## src/rtl/wb_sched_pkg.sv

```systemverilog
`default_nettype none
// ============================================================================
//  Module      : wb_sched_pkg
//  Description : Shared constants for the write-back scheduler: layer codes,
//                per-layer BRAM32k base addresses, FSM state encoding and the
//                default flush length.
//  Revision    : 1.0  initial release
// ============================================================================
package wb_sched_pkg;

   // Default number of cycles FinishWB stays high
   localparam int FLUSH_CYC_DEF = 10;

   // Layer codes presented by the top-level layer FSM
   localparam logic [3:0] Layer1 = 4'd1;
   localparam logic [3:0] Layer2 = 4'd2;
   localparam logic [3:0] Layer3 = 4'd3;
   localparam logic [3:0] Layer4 = 4'd4;
   localparam logic [3:0] Layer5 = 4'd5;

   // Per-layer base addresses for BRAM32k port 1 (A) and port 2 (B)
   localparam logic [11:0] BASE_A_L1 = 12'h000;
   localparam logic [11:0] BASE_B_L1 = 12'h800;
   localparam logic [11:0] BASE_A_L2 = 12'h100;
   localparam logic [11:0] BASE_B_L2 = 12'h900;
   localparam logic [11:0] BASE_A_L3 = 12'h200;
   localparam logic [11:0] BASE_B_L3 = 12'hA00;
   localparam logic [11:0] BASE_A_L4 = 12'h400;
   localparam logic [11:0] BASE_B_L4 = 12'hC00;
   localparam logic [11:0] BASE_A_L5 = 12'hFFE;
   localparam logic [11:0] BASE_B_L5 = 12'h7FE;

   // Scheduler state encoding
   typedef enum logic [1:0] {
      WBS_IDLE  = 2'd0,
      WBS_RUN   = 2'd1,
      WBS_FLUSH = 2'd2,
      WBS_DONE  = 2'd3
   } wbs_state_t;

   // Port-1 base address for a layer; unknown codes map to address 0
   function automatic logic [11:0] base_a(input logic [3:0] layer);
      case (layer)
         Layer1:  base_a = BASE_A_L1;
         Layer2:  base_a = BASE_A_L2;
         Layer3:  base_a = BASE_A_L3;
         Layer4:  base_a = BASE_A_L4;
         Layer5:  base_a = BASE_A_L5;
         default: base_a = 12'h000;
      endcase
   endfunction

   // Port-2 base address for a layer; unknown codes map to address 0
   function automatic logic [11:0] base_b(input logic [3:0] layer);
      case (layer)
         Layer1:  base_b = BASE_B_L1;
         Layer2:  base_b = BASE_B_L2;
         Layer3:  base_b = BASE_B_L3;
         Layer4:  base_b = BASE_B_L4;
         Layer5:  base_b = BASE_B_L5;
         default: base_b = 12'h000;
      endcase
   endfunction

endpackage
`default_nettype wire

```

## src/rtl/wb_sched_addr_gen.sv

```systemverilog
`default_nettype none
// ============================================================================
//  Module      : wb_addr_gen
//  Description : Holds the latched base addresses, word count and running
//                word index; produces both BRAM32k port addresses and the
//                last-word flag.
//  Revision    : 1.0  initial release
// ============================================================================
module wb_addr_gen
   import wb_sched_pkg::*;
#(
   parameter int ADDR_W = 12,
   parameter int CNT_W  = 12
)(
   input  logic              clk,
   input  logic              rst,
   input  logic              load,
   input  logic [ADDR_W-1:0] load_base_a,
   input  logic [ADDR_W-1:0] load_base_b,
   input  logic [CNT_W-1:0]  load_num,
   input  logic              inc,
   output logic [ADDR_W-1:0] addr_1,
   output logic [ADDR_W-1:0] addr_2,
   output logic              last_word
);

   logic [ADDR_W-1:0] base_a_q, base_a_d;
   logic [ADDR_W-1:0] base_b_q, base_b_d;
   logic [CNT_W-1:0]  num_q,    num_d;
   logic [CNT_W-1:0]  idx_q,    idx_d;

   // Latch layer parameters on load, otherwise advance the index per write
   always_comb begin
      base_a_d = base_a_q;
      base_b_d = base_b_q;
      num_d    = num_q;
      idx_d    = idx_q;
      if (load) begin
         base_a_d = load_base_a;
         base_b_d = load_base_b;
         num_d    = load_num;
         idx_d    = '0;
      end else if (inc) begin
         idx_d = idx_q + CNT_W'(1);
      end
   end

   // Register bank for the address generator
   always_ff @(posedge clk) begin
      if (rst) begin
         base_a_q <= '0;
         base_b_q <= '0;
         num_q    <= '0;
         idx_q    <= '0;
      end else begin
         base_a_q <= base_a_d;
         base_b_q <= base_b_d;
         num_q    <= num_d;
         idx_q    <= idx_d;
      end
   end

   // Sums wrap naturally at the address width
   assign addr_1    = base_a_q + ADDR_W'(idx_q);
   assign addr_2    = base_b_q + ADDR_W'(idx_q);
   assign last_word = (idx_q == (num_q - CNT_W'(1)));

endmodule
`default_nettype wire

```

## src/rtl/wb_sched.sv

```systemverilog
`default_nettype none
// ============================================================================
//  Module      : wb_sched
//  Description : Write-back scheduler for the BRAM32k output buffer. Gates the
//                writeback stage, generates word addresses from per-layer
//                bases, drives the FinishWB flush window and arbitrates the
//                BRAM32k write port between writeback (priority) and loader.
//                Optional macro WB_SCHED_PERF_EN adds perf_stall / perf_drop
//                saturating counters.
//  Revision    : 1.0  initial release
// ============================================================================
module wb_sched
   import wb_sched_pkg::*;
#(
   parameter int ADDR_W    = 12,
   parameter int DATA_W    = 64,
   parameter int CNT_W     = 12,
   parameter int FLUSH_CYC = FLUSH_CYC_DEF
)(
   input  logic              clk,
   input  logic              rst,
   input  logic              start,
   input  logic [3:0]        Layer,
   input  logic [CNT_W-1:0]  num_words,
   input  logic              pe_valid,
   output logic              wb_en,
   output logic              FinishWB,
   input  logic              wb_we,
   input  logic [DATA_W-1:0] wb_din1,
   input  logic [DATA_W-1:0] wb_din2,
   input  logic              ld_req,
   input  logic [ADDR_W-1:0] ld_addr,
   input  logic [DATA_W-1:0] ld_din,
   output logic              ld_gnt,
   output logic              we_BRAM32k,
   output logic [ADDR_W-1:0] addr_BRAM32k_1,
   output logic [ADDR_W-1:0] addr_BRAM32k_2,
   output logic [DATA_W-1:0] din_BRAM32k_1,
   output logic [DATA_W-1:0] din_BRAM32k_2,
   output logic              busy,
   output logic              done
`ifdef WB_SCHED_PERF_EN
   ,
   output logic [15:0]       perf_stall,
   output logic [7:0]        perf_drop
`endif
);

   localparam int FC_W = (FLUSH_CYC > 1) ? $clog2(FLUSH_CYC) : 1;

   wbs_state_t        state_q, state_d;
   logic [FC_W-1:0]   fcnt_q, fcnt_d;
   logic              extra_q, extra_d;
   logic              we_q, we_d;
   logic [ADDR_W-1:0] addr1_q, addr1_d;
   logic [ADDR_W-1:0] addr2_q, addr2_d;
   logic [DATA_W-1:0] din1_q, din1_d;
   logic [DATA_W-1:0] din2_q, din2_d;
   logic              done_q, done_d;

   logic              start_acc;
   logic              wb_window;
   logic              wb_acc;
   logic              last_word;
   logic [ADDR_W-1:0] gen_addr_1;
   logic [ADDR_W-1:0] gen_addr_2;

   // Writeback owns the port whenever it strobes in RUN/FLUSH, even if the
   // strobe itself is then dropped (second trailing word in FLUSH)
   assign start_acc = start & (state_q == WBS_IDLE);
   assign wb_window = (state_q == WBS_RUN) | (state_q == WBS_FLUSH);
   assign wb_acc    = wb_we & ((state_q == WBS_RUN) |
                               ((state_q == WBS_FLUSH) & ~extra_q));
   assign ld_gnt    = ld_req & ~(wb_we & wb_window);

   assign wb_en     = (state_q == WBS_RUN) & pe_valid;
   assign FinishWB  = (state_q == WBS_FLUSH);
   assign busy      = (state_q != WBS_IDLE);
   assign done      = done_q;

   assign we_BRAM32k     = we_q;
   assign addr_BRAM32k_1 = addr1_q;
   assign addr_BRAM32k_2 = addr2_q;
   assign din_BRAM32k_1  = din1_q;
   assign din_BRAM32k_2  = din2_q;

   wb_addr_gen #(
      .ADDR_W (ADDR_W),
      .CNT_W  (CNT_W)
   ) u_addr_gen (
      .clk         (clk),
      .rst         (rst),
      .load        (start_acc),
      .load_base_a (ADDR_W'(base_a(Layer))),
      .load_base_b (ADDR_W'(base_b(Layer))),
      .load_num    (num_words),
      .inc         (wb_acc),
      .addr_1      (gen_addr_1),
      .addr_2      (gen_addr_2),
      .last_word   (last_word)
   );

   // Next-state logic: layer sequencing and flush window timing
   always_comb begin
      state_d = state_q;
      fcnt_d  = fcnt_q;
      extra_d = extra_q;
      case (state_q)
         WBS_IDLE: begin
            if (start) begin
               fcnt_d  = '0;
               extra_d = 1'b0;
               state_d = (num_words == '0) ? WBS_DONE : WBS_RUN;
            end
         end
         WBS_RUN: begin
            if (wb_we && last_word) begin
               fcnt_d  = '0;
               extra_d = 1'b0;
               state_d = WBS_FLUSH;
            end
         end
         WBS_FLUSH: begin
            if (wb_acc) begin
               extra_d = 1'b1;
            end
            if (fcnt_q == FC_W'(FLUSH_CYC - 1)) begin
               state_d = WBS_DONE;
            end else begin
               fcnt_d = fcnt_q + FC_W'(1);
            end
         end
         WBS_DONE: begin
            state_d = WBS_IDLE;
         end
         default: begin
            state_d = WBS_IDLE;
         end
      endcase
   end

   // Next values of the registered BRAM32k port: writeback first, loader second
   always_comb begin
      we_d    = 1'b0;
      addr1_d = addr1_q;
      addr2_d = addr2_q;
      din1_d  = din1_q;
      din2_d  = din2_q;
      done_d  = (state_q == WBS_DONE);
      if (wb_acc) begin
         we_d    = 1'b1;
         addr1_d = gen_addr_1;
         addr2_d = gen_addr_2;
         din1_d  = wb_din1;
         din2_d  = wb_din2;
      end else if (ld_gnt) begin
         we_d    = 1'b1;
         addr1_d = ld_addr;
         din1_d  = ld_din;
      end
   end

   // State and output registers; reset discards any in-flight write
   always_ff @(posedge clk) begin
      if (rst) begin
         state_q <= WBS_IDLE;
         fcnt_q  <= '0;
         extra_q <= 1'b0;
         we_q    <= 1'b0;
         addr1_q <= '0;
         addr2_q <= '0;
         din1_q  <= '0;
         din2_q  <= '0;
         done_q  <= 1'b0;
      end else begin
         state_q <= state_d;
         fcnt_q  <= fcnt_d;
         extra_q <= extra_d;
         we_q    <= we_d;
         addr1_q <= addr1_d;
         addr2_q <= addr2_d;
         din1_q  <= din1_d;
         din2_q  <= din2_d;
         done_q  <= done_d;
      end
   end

`ifdef WB_SCHED_PERF_EN
   logic [15:0] stall_q, stall_d;
   logic [7:0]  drop_q,  drop_d;

   // Saturating counters of loader stalls and dropped writeback strobes
   always_comb begin
      stall_d = stall_q;
      drop_d  = drop_q;
      if (start_acc) begin
         stall_d = '0;
         drop_d  = '0;
      end else begin
         if (ld_req && !ld_gnt && (stall_q != 16'hFFFF)) begin
            stall_d = stall_q + 16'd1;
         end
         if (wb_we && !wb_acc && (drop_q != 8'hFF)) begin
            drop_d = drop_q + 8'd1;
         end
      end
   end

   // Perf counter registers
   always_ff @(posedge clk) begin
      if (rst) begin
         stall_q <= '0;
         drop_q  <= '0;
      end else begin
         stall_q <= stall_d;
         drop_q  <= drop_d;
      end
   end

   assign perf_stall = stall_q;
   assign perf_drop  = drop_q;
`endif

endmodule
`default_nettype wire
```

## config.mk

```make
export PLATFORM = sky130hd
export DESIGN_NAME = wb_sched
export DESIGN_NICKNAME = d
export VERILOG_FILES = /design/src/rtl/wb_sched_pkg.sv /design/src/rtl/wb_sched_addr_gen.sv /design/src/rtl/wb_sched.sv
export SDC_FILE = /design/constraint.sdc
export NUM_CORES = 1
export LEC_CHECK = 0
export CAP_MARGIN = 30
export CORE_AREA = 2 2 147 149
export DETAILED_ROUTE_END_ITERATION = 6
export DIE_AREA = 0 0 149 151
export PLACE_DENSITY = 0.8
export SLEW_MARGIN = 20
export SYNTH_ARGS = -nofsm -noshare
export SYNTH_HDL_FRONTEND = slang
export SYNTH_SLANG_ARGS = --single-unit
```

## constraint.sdc

```tcl
create_clock -name clk -period 3.8 [get_ports clk]
set_input_delay 1.14 -clock clk [delete_from_list [all_inputs] [get_ports clk]]
set_output_delay 1.14 -clock clk [all_outputs]
set_load 0.02 [all_outputs]
```

==> out/qor.csv, run 1 <==
stage;metric;value;unit
run_status;status;complete, no violations;
synthesis;multiplexer fraction of the synthesized cell area;9.12;%
placed_design;number of port buffers;383;
worst_setup_path;critical-path cell list;clkdlybuf4s50_1 -> a21boi_4 -> clkdlybuf4s50_1;
drt;vias per cell;5.18;
synthesis;Post-Synth Adder-Cell Area;3.26;%
floorplan;full die area;22500;um^2
timing;final clock skew;0.0133;ns
synthesis;register bit total from synthesis;192;
clock_network;clock tree from TritonCTS;built;
timing;transition at the pin with the smallest max-transition slack;0.951;ns
clock_network;clock latency on the worst-skew pair;0.43;ns
clock_network;Max Root-Sink Buffers;2;
timing;fin worst setup slack;0.0996;ns
floorplan;horizontal die dimension;149;um
synthesis;Primary FF master, synth;sky130_fd_sc_hd__dfxtp_1;
worst_setup_path;launch instance of the worst register-to-register path;u_addr_gen.num_q[0]$_SDFFE_PP0P_;
cells_and_area;post-synthesis to final-layout area growth;52.7;%
worst_setup_path;Critical Path Most Common Cell;sky130_fd_sc_hd__clkdlybuf4s50_1;
cells_and_area;count of nets after finishing;1606;
timing;setup TNS;0;ns
synthesis;Post-synth seq share;44.3;%
synthesis;count of library flops with an enable pin;0;
timing;Period minus WS final;3.70;ns
placed_design;placer's final routability congestion estimate;0.844;
worst_setup_path;biggest cell delay along the critical path;0.66;ns
synthesis;Mapped Nets;1269;
worst_setup_path;cell with the largest stage delay on the worst path;sky130_fd_sc_hd__clkdlybuf4s50_1;
clock_network;cts bufs inserted;17;
worst_setup_path;element type at the critical path start;input pin;
worst_setup_path;Worst setup startpoint;wb_we;
synthesis;post-synthesis compound-gate area fraction;16.9;%
clock_network;CTS Root Cell;sky130_fd_sc_hd__clkbuf_16;
[run 1: sequential cells by signal, summed over array words and instances (netlist names)]
name                 cells
din_BRAM32k_1           64
addr_BRAM32k_2          12
fcnt_q                   4
state_q                  2
u_addr_gen.num_q        12
din_BRAM32k_2           64
u_addr_gen.idx_q        12
we_BRAM32k               1
u_addr_gen.base_a_q      4
done                     1
u_addr_gen.base_b_q      3
extra_q                  1
addr_BRAM32k_1          12
[run 1: cell type report]
| class | instances | area [um^2] | area share [%] |
|---|---|---|---|
| antenna | 2 | 5.00 | 0.0377 |
| clock buffer | 17 | 425 | 3.21 |
| clock inverter | 15 | 143 | 1.08 |
| inverter | 12 | 45.0 | 0.340 |
| multi-input combinational | 740 | 4510 | 34.0 |
| sequential | 192 | 3840 | 29.0 |
| tap | 275 | 344 | 2.59 |
| timing repair buffer | 395 | 3950 | 29.8 |
[run 1: final timing paths]
kind / slack [ns] / cells past startpoint / endpoint
worst min-delay path: 0.46 / 2 / din_BRAM32k_2[42]$_SDFFE_PP0P_
worst max register to register: 0.80 / 9 / fcnt_q[2]$_SDFFE_PP0P_
worst min register to register: 0.46 / 2 / din_BRAM32k_2[42]$_SDFFE_PP0P_
worst max-delay path: 0.1 / 3 / ld_gnt
[run 1: cell families (layout without fill, tap and decap cells)]
family | count (synthesis) | count (layout)
simple gates | 384 | 384
other cells | 0 | 2
mux | 78 | 78
fa+ha+maj | 22 | 22
buf+inv | 89 | 439
xor+xnor | 29 | 29
compound gates | 227 | 227
flops | 192 | 192
[run 1: power breakdown]
group          total (mW)  internal (mW)  leakage [nW]  switching [mW]
registers            2.68           2.44          1.57           0.247
logic                3.36           1.52          3.16            1.85
clock network        1.75          0.875         0.281           0.879
total                7.80           4.83          5.02            2.97
run_1/util_map.png
15 x 15 tiles, from white (low) to dark blue (high), 0 to 100% covered.
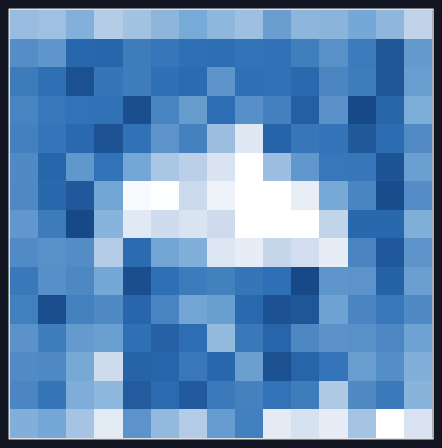
mean over tiles	57%
emptiest ninth of the die	center
fullest tile	90%
nearly empty tiles	3.6%
fp_density: 41.7%
Core Region: 20,800 um^2
final core area utilization: 63.7%

run_1/m2.png
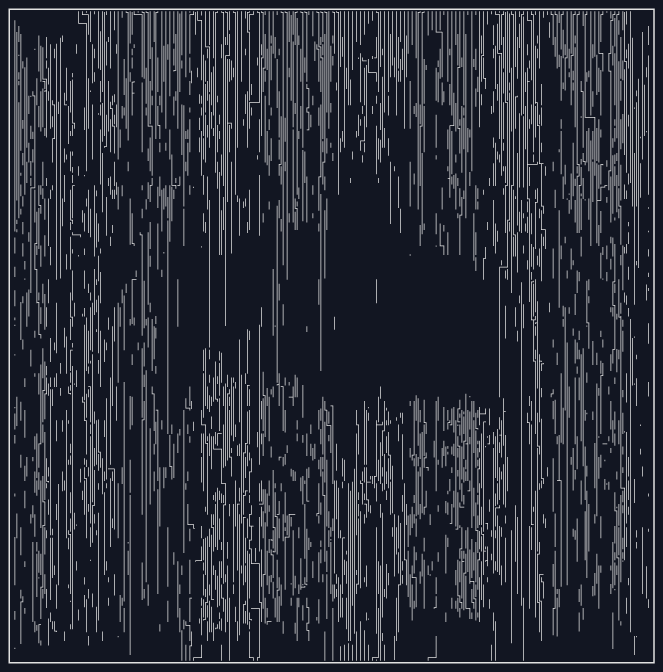
share of all routed wire	48%
longest straight run	74.8 um
aggregate routed wire length: 28,700 um
M2 GR Usage: 41.3%

run_1/congestion_map.png
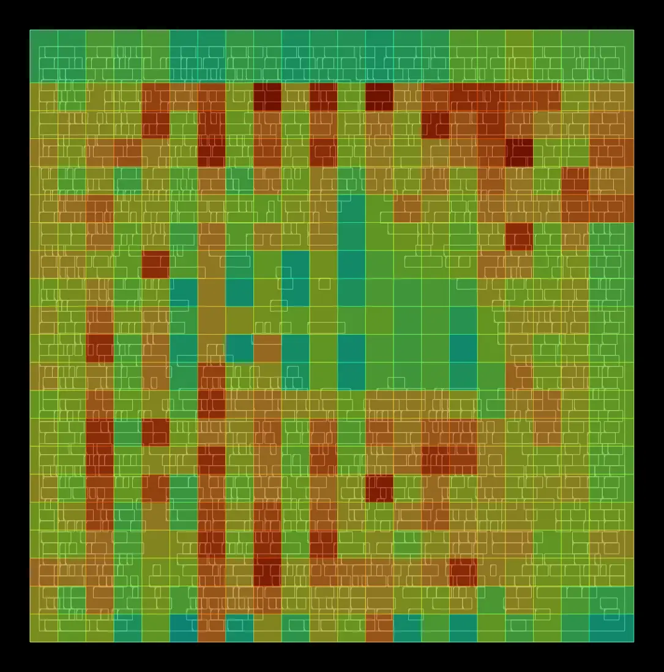
average detailed-routed wire length per instance: 17.4 um
met3 Use GR: 7.41%
global-route layer with the greatest usage: met2
global routing usage summed across all routing layers: 24.3%
GRT met1 Usage: 28.8%

run_1/gates.png
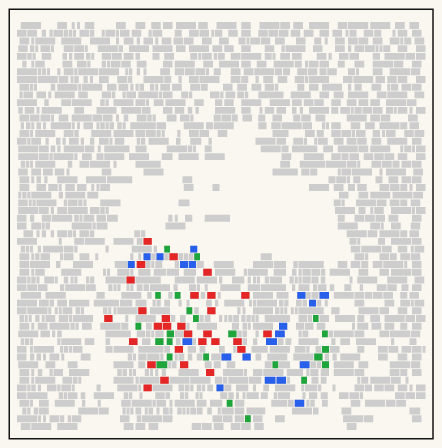
family	color	cells	most used
non-inverting ao/oa cells	blue	20	o21a_1
xor and xnor cells	red	29	xor2_1
and/or cells	green	23	or3_1
Commonest Layout Cell: sky130_fd_sc_hd__clkdlybuf4s50_1
count of non-filler cells in the finished layout: 1,648
fraction of area in multi-input gates: 34.0%

run_1/layers.png
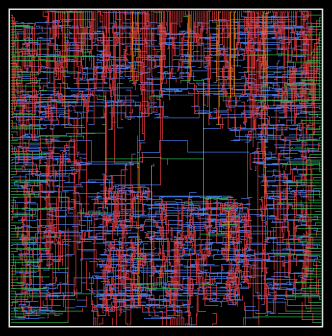

--- run 2 (diff from run 1) ---
--- a/config.mk
+++ b/config.mk
@@ -10,6 +10,7 @@
 export DETAILED_ROUTE_END_ITERATION = 6
 export DIE_AREA = 0 0 149 151
 export PLACE_DENSITY = 0.8
+export RECOVER_POWER = 100
 export SLEW_MARGIN = 20
 export SYNTH_ARGS = -nofsm -noshare
 export SYNTH_HDL_FRONTEND = slang
run_2/layers.png
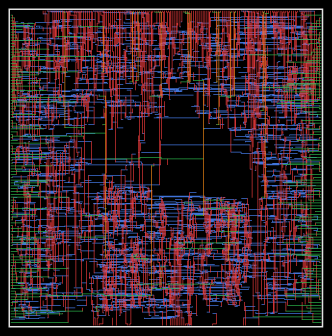
layer	color	wire length
M2	red	13,900 um
M3	green	2,390 um
M4	orange	785 um
M1	blue	11,600 um
average detailed-routed wire length per instance: 17.4 um
via count: 8,541
aggregate routed wire length: 28,700 um

==> out/qor.csv, run 2 <==
stage;metric;value;unit
synthesis;Primary FF master, synth;sky130_fd_sc_hd__dfxtp_1;
worst_setup_path;biggest cell delay along the critical path;0.65;ns
timing;Period minus WS final;3.67;ns
worst_setup_path;end point of the critical path;ld_gnt;
floorplan;Core Region;20800;um^2
clock_network;Max Root-Sink Buffers;2;
worst_setup_path;cells on worst reg2reg path;8;
clock_network;clock latency on the worst-skew pair;0.43;ns
floorplan;full die area;22500;um^2
synthesis;Mapped Nets;1269;
synthesis;multiplexer fraction of the synthesized cell area;9.12;%
worst_setup_path;cell depth of the worst setup path;3;
run_status;status;finished with violations;
timing;number of pins exceeding their max-slew limit in the final report;161;
global_route;M2 GR Usage;41.3;%
worst_setup_path;cell with the largest stage delay on the worst path;sky130_fd_sc_hd__clkdlybuf4s50_1;
cells_and_area;post-synthesis to final-layout area growth;52.4;%
clock_network;CTS Root Cell;sky130_fd_sc_hd__clkbuf_16;
drt;vias per cell;5.18;
global_route;met3 Use GR;7.41;%
cells_and_area;Commonest Layout Cell;sky130_fd_sc_hd__clkdlybuf4s50_1;
clock_network;clock tree from TritonCTS;built;
worst_setup_path;element type at the critical path start;input pin;
synthesis;Post-synth seq share;44.3;%
worst_setup_path;Critical Path Most Common Cell;sky130_fd_sc_hd__clkdlybuf4s50_1;
cells_and_area;count of non-filler cells in the finished layout;1648;
worst_setup_path;critical-path cell list;clkdlybuf4s50_1 -> a21boi_4 -> clkdlybuf4s50_1;
run;max_cap viols;2;
synthesis;Post-Synth Adder-Cell Area;3.26;%
floorplan;horizontal die dimension;149;um
run_status;violations in the final reports;capacitance limit, slew limit;
global_route;GRT met1 Usage;28.8;%
global_route;global routing usage summed across all routing layers;24.3;%
synthesis;count of library flops with an enable pin;0;
worst_setup_path;Worst R2R End;addr_BRAM32k_1[10]$_SDFFE_PP0P_;
floorplan;fp_density;41.7;%
run_2/congestion_map.png
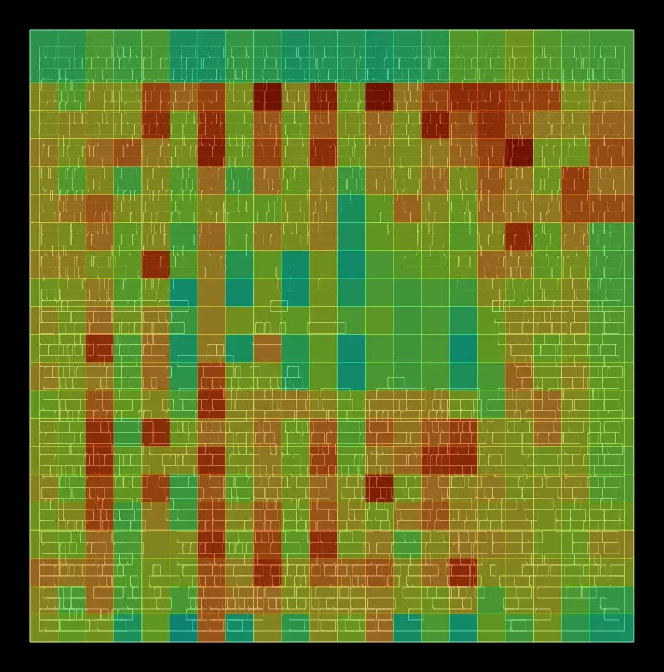
final core area utilization: 63.5%

run 2: cell counts after synthesis:
No cell type changed its count.
run 2: stage by stage:
stage / power [mW] / setup WS [ns] / hold WS [ns] / instance area [um^2]
floorplan: 4.66 / 0.255 / 0.426 / 8680
global route: 8.07 / 0.0486 / 0.475 / 13200
global placement: 6.03 / 0.0885 / 0.438 / 12700
CTS: 7.86 / 0.0774 / 0.453 / 13300
finish: 7.64 / 0.126 / 0.452 / 13200
detailed placement: 6.09 / 0.0824 / 0.444 / 12700
run 2: final cells by class:
class | count | area, um^2 | share of cell area (%)
Inverter | 12 | 45.0 | 0.340
Multi-Input combinational cell | 740 | 4500 | 34.0
Clock buffer | 17 | 425 | 3.22
Clock inverter | 15 | 143 | 1.08
Sequential cell | 192 | 3840 | 29.1
Tap cell | 275 | 344 | 2.60
Antenna cell | 2 | 5.00 | 0.0378
Timing Repair Buffer | 395 | 3930 | 29.7
run 2: power breakdown:
group	internal, mW	leakage [nW]	switching, mW
Clock	0.875	0.281	0.876
Sequential	2.44	1.57	0.231
Combinational	1.38	3.58	1.84
Total	4.69	5.44	2.95
run 2: how the worst min path moves through the flow:
stage                                                      to  slack, ns  cells past startpoint
after floorplan           u_addr_gen.base_a_q[8]$_SDFFE_PP0P_       0.43                      2
after global placement    u_addr_gen.base_b_q[8]$_SDFFE_PP0P_       0.44                      2
after detailed placement  u_addr_gen.base_b_q[8]$_SDFFE_PP0P_       0.44                      2
after CTS                 u_addr_gen.base_b_q[8]$_SDFFE_PP0P_       0.45                      2
after global routing           din_BRAM32k_2[11]$_SDFFE_PP0P_       0.47                      2
final                          din_BRAM32k_2[42]$_SDFFE_PP0P_       0.45                      2
run 2: per-layer routing:
layer  wire, um  part of all wire, %
met4        785                  2.7
met5          0                    0
met3       2390                  8.3
met2      13900                   48
met1      11600                   41
run_2/m2.png
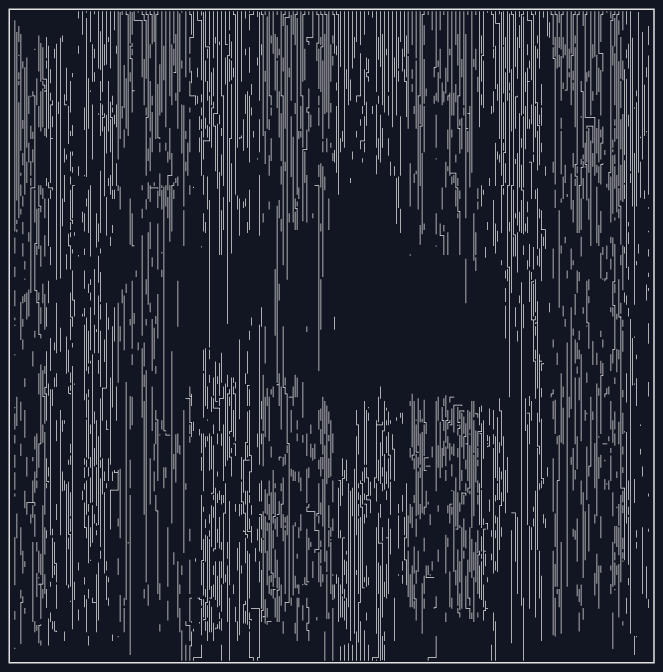

--- run 3 (diff from run 2) ---
--- a/config.mk
+++ b/config.mk
@@ -6,10 +6,9 @@
 export NUM_CORES = 1
 export LEC_CHECK = 0
 export CAP_MARGIN = 30
-export CORE_AREA = 2 2 147 149
+export CORE_UTILIZATION = 24
 export DETAILED_ROUTE_END_ITERATION = 6
-export DIE_AREA = 0 0 149 151
-export PLACE_DENSITY = 0.8
+export PLACE_DENSITY = 0.51
 export RECOVER_POWER = 100
 export SLEW_MARGIN = 20
 export SYNTH_ARGS = -nofsm -noshare
run_3/m2.png
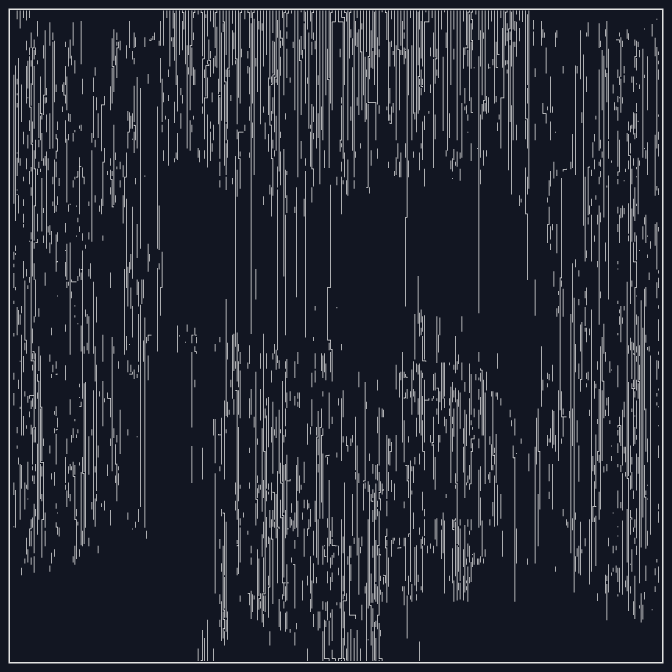
M2 GR Usage: 26.2%
aggregate routed wire length: 30,700 um
via count: 8,443

run_3/congestion_map.png
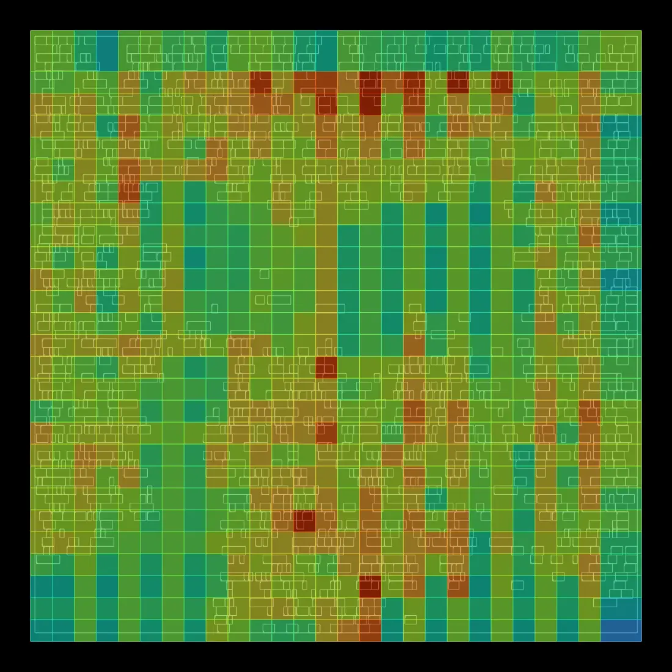
average detailed-routed wire length per instance: 16.8 um
final core area utilization: 38.0%

==> out/qor.csv, run 3 <==
stage;metric;value;unit
run_status;status;finished with violations;
run_status;violations in the final reports;capacitance limit, slew limit;
cells_and_area;count of nets after finishing;1605;
floorplan;Core Region;35600;um^2
floorplan;fp_density;24.4;%
synthesis;Async SR Flop Fraction;0;%
floorplan;full die area;36900;um^2
timing;fin worst setup slack;0.0959;ns
cells_and_area;count of non-filler cells in the finished layout;1831;
worst_setup_path;element type at the critical path start;input pin;
worst_setup_path;WP data arrival;2.56;ns
cells_and_area;Design Area, Final;13500;um^2
placed_design;worst slack after detailed placement;0.0556;ns
clock_network;Max Root-Sink Buffers;2;
global_route;GRT met1 Usage;19.5;%
placed_design;area post-placement;13000;um^2
global_route;number of antenna violations at the first check in global routing;0;
clock_network;CTS sink count;192;
global_route;global-route layer with the greatest usage;met2;
pwr;total design power;7.85;mW
placed_design;number of port buffers;383;
floorplan;horizontal die dimension;192;um
synthesis;Primary FF master, synth;sky130_fd_sc_hd__dfxtp_1;
timing;transition at the pin with the smallest max-transition slack;1.60;ns
cells_and_area;footprint of the multi-input gates;4500;um^2
global_route;global routing usage summed across all routing layers;16.0;%
cells_and_area;post-synthesis to final-layout area growth;55.6;%
timing;Period minus WS final;3.70;ns
clock_network;cts bufs inserted;17;
synthesis;Post-synth seq share;44.3;%
synthesis;count of library flops with an enable pin;0;
cells_and_area;Commonest Layout Cell;sky130_fd_sc_hd__clkdlybuf4s50_1;
pwr;areal power density over the cells;581;nW/um^2
cells_and_area;area taken by flip-flops and latches;3840;um^2
run;max_cap viols;1;
drt;vias per cell;4.61;
timing;number of pins exceeding their max-slew limit in the final report;72;
timing;final clock skew;0.0118;ns
clock_network;clock latency on the worst-skew pair;0.45;ns
clock_network;clock tree from TritonCTS;built;
run;number of warnings the tools reported;33;
timing;setup TNS;0;ns
cells_and_area;final-layout fill cell count;3650;
timing;worst hold slack;0.447;ns
placed_design;placer's final routability congestion estimate;0.784;
global_route;met3 Use GR;6.27;%
cells_and_area;n_diodes;0;
clock_network;CTS Root Cell;sky130_fd_sc_hd__clkbuf_16;
-- run 3: cell counts after synthesis --
No cell type changed its count.
-- run 3: report_power, final --
| part | total [mW] | switching, mW | internal (mW) |
|---|---|---|---|
| Clock | 1.91 | 0.855 | 1.05 |
| Sequential | 2.67 | 0.234 | 2.44 |
| Combinational | 3.26 | 1.87 | 1.39 |
-- run 3: kinds of logic after synthesis --
family	count (synthesis)	synth area share, %
AOI/OAI and AO/OA	227	16.9
xor gates and xnor gates	29	2.93
adders and majority gates	22	3.26
buffers and inverters	89	4.11
DFF	192	44.3
muxes	78	9.12
and+or+nand+nor	384	19.5
-- run 3: final timing paths --
kind	start	cells past startpoint	end	slack, ns
setup reg to reg	state_q[0]$_SDFFE_PP0P_	7	din_BRAM32k_1[16]$_SDFFE_PP0P_	0.39
hold reg to reg	u_addr_gen.base_a_q[8]$_SDFFE_PP0P_	2	u_addr_gen.base_a_q[8]$_SDFFE_PP0P_	0.45
setup / recovery	ld_req	3	ld_gnt	0.1
hold / removal	u_addr_gen.base_a_q[8]$_SDFFE_PP0P_	2	u_addr_gen.base_a_q[8]$_SDFFE_PP0P_	0.45
-- run 3: area by class of cell --
class / instances / share of cell area [%]
Inverter: 12 / 0.333
Sequential cell: 192 / 28.5
Clock inverter: 13 / 1.31
Timing Repair Buffer: 394 / 29.1
Tap cell: 461 / 4.27
Multi-Input combinational cell: 740 / 33.3
Clock buffer: 19 / 3.21
-- run 3: worst max-delay path, stage by stage --
cell	delay (ns)
sky130_fd_sc_hd__clkdlybuf4s50_1	0.47
sky130_fd_sc_hd__a21boi_4	0.29
sky130_fd_sc_hd__clkdlybuf4s50_1	0.66
-- run 3: metal layers --
metal / wire length [um] / up-vias
li1: - / 4257
met1: 13100 / 3898
met2: 14500 / 273
met3: 2770 / 15
met4: 274 / 0
met5: 0 / -
Power and IR drop assume default switching activity.
